--- config.mk ---
export PLATFORM = sky130hd
export DESIGN_NAME = thumb_fetch_queue
export DESIGN_NICKNAME = d
export VERILOG_FILES = /design/src/rtl/thumb_fetch_queue.sv
export SDC_FILE = /design/constraint.sdc
export NUM_CORES = 1
export LEC_CHECK = 0
export CAP_MARGIN = 10
export CORE_MARGIN = 2
export CORE_UTILIZATION = 45
export CTS_BUF_LIST = sky130_fd_sc_hd__clkbuf_8
export DETAILED_ROUTE_END_ITERATION = 12
export PLACE_DENSITY = 0.74
export SLEW_MARGIN = 25
export SYNTH_ARGS = -nofsm -noshare
export SYNTH_HDL_FRONTEND = slang
export SYNTH_SLANG_ARGS = --single-unit
--- constraint.sdc ---
create_clock -name clock -period 3.35 [get_ports clock]
set_input_delay 0.5025 -clock clock [delete_from_list [all_inputs] [get_ports clock]]
set_output_delay 0.5025 -clock clock [all_outputs]
set_load 0.005 [all_outputs]
--- src/rtl/thumb_fetch_queue.sv ---
// thumb_fetch_queue: splits fetched 32-bit words into Thumb halfwords and queues them for the decoder
module thumb_fetch_queue #(
    parameter int                ADDR_W   = 32,
    parameter int                DEPTH    = 4,
    parameter logic [ADDR_W-1:0] RESET_PC = '0
) (
    input  logic                     clock,
    input  logic                     reset_n,
    output logic                     mem_req,
    output logic [ADDR_W-3:0]        mem_addr,
    input  logic                     mem_gnt,
    input  logic                     mem_rvalid,
    input  logic [31:0]              mem_rdata,
    input  logic                     branch_valid,
    input  logic [ADDR_W-1:0]        branch_target,
    output logic                     instr_valid,
    input  logic                     instr_ready,
    output logic [15:0]              instr,
    output logic [ADDR_W-1:0]        instr_pc,
    output logic [$clog2(DEPTH):0]   occupancy
);
    localparam int PW = $clog2(DEPTH);
    localparam int CW = PW + 1;

    logic [ADDR_W-1:0] r_fetch_pc;
    logic [ADDR_W-1:0] r_req_pc;
    logic              r_outstanding;
    logic              r_discard;
    logic              r_run;
    logic [15:0]       r_hw [DEPTH];
    logic [ADDR_W-1:0] r_pc [DEPTH];
    logic [PW-1:0]     r_rd;
    logic [PW-1:0]     r_wr;
    logic [CW-1:0]     r_occ;
    logic              w_pop;
    logic              w_push1;
    logic              w_push2;
    logic              w_grant;
    logic [CW-1:0]     w_free;
    logic [CW-1:0]     w_push_n;

    assign instr_valid = r_occ != '0;
    assign instr       = r_hw[r_rd];
    assign instr_pc    = r_pc[r_rd];
    assign occupancy   = r_occ;
    assign w_pop       = instr_valid & instr_ready & ~branch_valid;
    assign w_push1     = mem_rvalid & r_outstanding & ~r_discard & ~branch_valid;
    assign w_push2     = w_push1 & ~r_req_pc[1];
    assign w_push_n    = CW'(w_push1) + CW'(w_push2);
    assign w_free      = CW'(DEPTH) - r_occ + CW'(w_pop);
    // a word may yield two halfwords, so only fetch when two slots are free
    assign mem_req     = r_run & ~r_outstanding & ~branch_valid & (w_free >= CW'(2));
    assign mem_addr    = r_fetch_pc[ADDR_W-1:2];
    assign w_grant     = mem_req & mem_gnt;

    always_ff @(posedge clock or negedge reset_n) begin
        if (!reset_n) begin
            r_run         <= 1'b0;
            r_fetch_pc    <= RESET_PC & ~ADDR_W'(1);
            r_req_pc      <= '0;
            r_outstanding <= 1'b0;
            r_discard     <= 1'b0;
            r_rd          <= '0;
            r_wr          <= '0;
            r_occ         <= '0;
            for (int i = 0; i < DEPTH; i++) begin
                r_hw[i] <= '0;
                r_pc[i] <= '0;
            end
        end else begin
            r_run         <= 1'b1;
            r_outstanding <= w_grant | (r_outstanding & ~mem_rvalid);
            // a response landing in the redirect cycle is dropped there, so no discard is needed
            r_discard     <= r_outstanding & ~mem_rvalid & (r_discard | branch_valid);
            if (w_grant)
                r_req_pc <= r_fetch_pc;
            if (branch_valid)
                r_fetch_pc <= branch_target & ~ADDR_W'(1);
            else if (w_grant)
                r_fetch_pc <= {r_fetch_pc[ADDR_W-1:2] + (ADDR_W-2)'(1), 2'b00};
            if (w_push1) begin
                r_hw[r_wr] <= r_req_pc[1] ? mem_rdata[31:16] : mem_rdata[15:0];
                r_pc[r_wr] <= r_req_pc;
            end
            if (w_push2) begin
                r_hw[r_wr + PW'(1)] <= mem_rdata[31:16];
                r_pc[r_wr + PW'(1)] <= r_req_pc + ADDR_W'(2);
            end
            if (branch_valid) begin
                r_rd  <= '0;
                r_wr  <= '0;
                r_occ <= '0;
            end else begin
                r_rd  <= r_rd + PW'(w_pop);
                r_wr  <= r_wr + PW'(w_push_n);
                r_occ <= r_occ + w_push_n - CW'(w_pop);
            end
        end
    end
endmodule

==> impl_metrics.json, run 1 <==
{
  "status": "complete, but fails checks",
  "violations": "hold timing",
  "grt.busiest_layer": "met2",
  "worst_setup_path_end_kind": "output port",
  "comb_cells": 1040,
  "avgViaCountPerCell": 6.24,
  "ys_cells": 1465,
  "powerClk_mw": 2.98,
  "wl_met2_mm": 19.7,
  "fillers": 2674,
  "h-tree-depth": 2,
  "post_cts_buffers": 0,
  "hp-class": "in2async",
  "power-top-group": "registers",
  "synth_area_um2": 14300,
  "ant_nets": 0,
  "n_antenna_cell": 0,
  "combGateArea_um2": 6960,
  "seq_power_share": 0.436,
  "synth_cell_types": 62,
  "regArea_um2": 6610,
  "combinationalPowerShare": 0.305,
  "use_met3": 0.0561,
  "common_cells": "264 x dfrtp_1, 252 x nand2_1, 122 x o21ai_0",
  "p_int_mw": 7.63,
  "hold_slack_ns": -0.0106,
  "drc": 0,
  "hold_viol_final": 3,
  "path_clk_slew_ns": 0.05,
  "place_area_um2": 16200,
  "holdBufCountCts": 0,
  "finalCriticalPeriod_ns": 3.07,
  "worst_r2r_endpoint": "r_pc[31]",
  "required_ns": 2.85,
  "yosysMostFrequentCell": "dfrtp_1",
  "first_pass_iters": 6,
  "inv_count": 19,
  "grt_pass1_wl_mm": 68.5,
  "drv_slew": 0,
  "first_global_vias": 12400,
  "via_count": 12600,
  "pre_cts_slack_ns": 0.374,
  "aoi_share": 0.173,
  "crit_cells": 3,
  "globalplace.congestion": 0.892,
  "dp_hpwl_mm": 28.0,
  "detailedRoute.firstIterationViolations": 1370,
  "async_flop_share": 1.00,
  "ys_seq_elements": 264,
  "path_cells": "buf_12 > mux4_2 > clkdlybuf4s50_1"
}
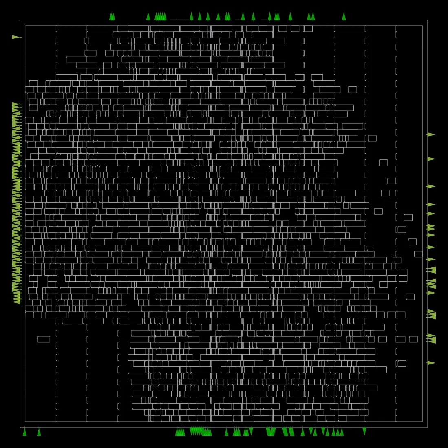
*Cell placement, run 1*
# Taps: 402
flip-flops: 264

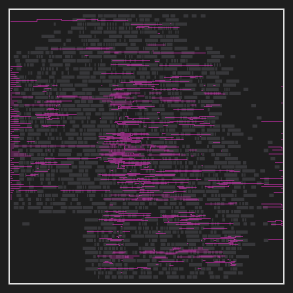
*Metal 3, run 1*
Scale: 1.5 px per µm.
nets with wire on the layer: 265
longest straight run: 56.4 µm

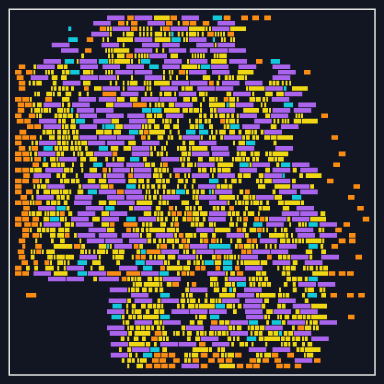
*Cell classes on the final placement, run 1*
Scale: 2 px per µm.
[orange] remaining buffers and delay cells | cells: 213
[purple] sequential cells | cells: 264
[yellow] combinational and other logic | cells: 1,059
[cyan] clock drivers and dummy loads | cells: 77
core area: 31,400 µm²
Seq/total area: 0.386
FP Rows: 65
Core Util, Final: 0.546
final instance area: 17,100 µm²

--- run 2 (diff from run 1) ---
--- a/config.mk
+++ b/config.mk
@@ -11,7 +11,6 @@
 export CTS_BUF_LIST = sky130_fd_sc_hd__clkbuf_8
 export DETAILED_ROUTE_END_ITERATION = 12
 export PLACE_DENSITY = 0.74
-export SLEW_MARGIN = 25
 export SYNTH_ARGS = -nofsm -noshare
 export SYNTH_HDL_FRONTEND = slang
 export SYNTH_SLANG_ARGS = --single-unit
==> run 2 against run 1 <==
Sequential power about the same. Worst hold slack unchanged. Sequential share of layout area unchanged. Non-clock buffer count unchanged. Critical path type unchanged. Clock skew is the same. Routed wire length did not move. Synthesized cell count did not move. The run still ends with hold timing left. Largest cell class unchanged. Critical path depth did not move. Final cell count did not move. First-iteration DRC count did not move. Register-to-register slack about the same.
==> impl_metrics.json, run 2 <==
{
  "hold_viol_final": 3,
  "worst_r2r_endpoint": "r_pc[31]",
  "use_met3": 0.0561,
  "synth_cell_types": 62,
  "aoi_share": 0.173,
  "hold_slack_ns": -0.0106,
  "globalplace.congestion": 0.892,
  "taps": 402,
  "finalCriticalPeriod_ns": 3.07,
  "rows": 65,
  "inv_count": 19,
  "combGateArea_um2": 6960,
  "path_clk_slew_ns": 0.05,
  "drc": 0,
  "pre_cts_slack_ns": 0.374,
  "holdBufCountCts": 0,
  "path_cells": "buf_12 > mux4_2 > clkdlybuf4s50_1",
  "n_antenna_cell": 0,
  "fp.coreArea_um2": 31400,
  "wl_met2_mm": 19.7,
  "ant_nets": 0,
  "ys_cells": 1465,
  "dp_hpwl_mm": 28.0,
  "flop-count": 264,
  "final_area_um2": 17100,
  "first_global_vias": 12400,
  "powerClk_mw": 2.98,
  "common_cells": "264 x dfrtp_1, 252 x nand2_1, 122 x o21ai_0",
  "post_cts_buffers": 0,
  "status": "complete, but fails checks",
  "grt.busiest_layer": "met2",
  "required_ns": 2.85,
  "async_flop_share": 1.00,
  "power-top-group": "registers",
  "place_area_um2": 16200,
  "worst_setup_path_end_kind": "output port",
  "sh_seq_area": 0.386,
  "violations": "hold timing",
  "yosysMostFrequentCell": "dfrtp_1"
}
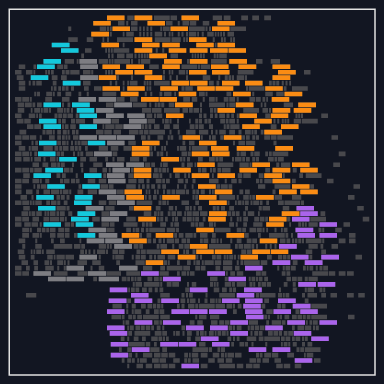
*Where the registers sit, run 2*
Scale: 2 px per µm. Other sequential cells in the stronger gray, the rest of the logic in the fainter gray.
[purple] r_hw | sequential cells: 64
[orange] r_pc | sequential cells: 128
[cyan] r_fetch_pc | sequential cells: 31
Flop area: 6610 µm²
Power Sequential: 5.01 mW

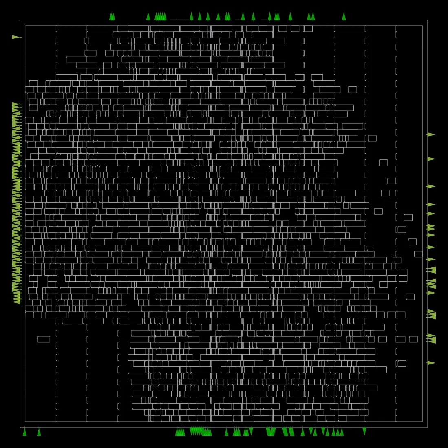
*Cell placement, run 2*
Layout fillers: 2,674
Finished Layout Cells: 2,015

Power and IR drop assume default switching activity.
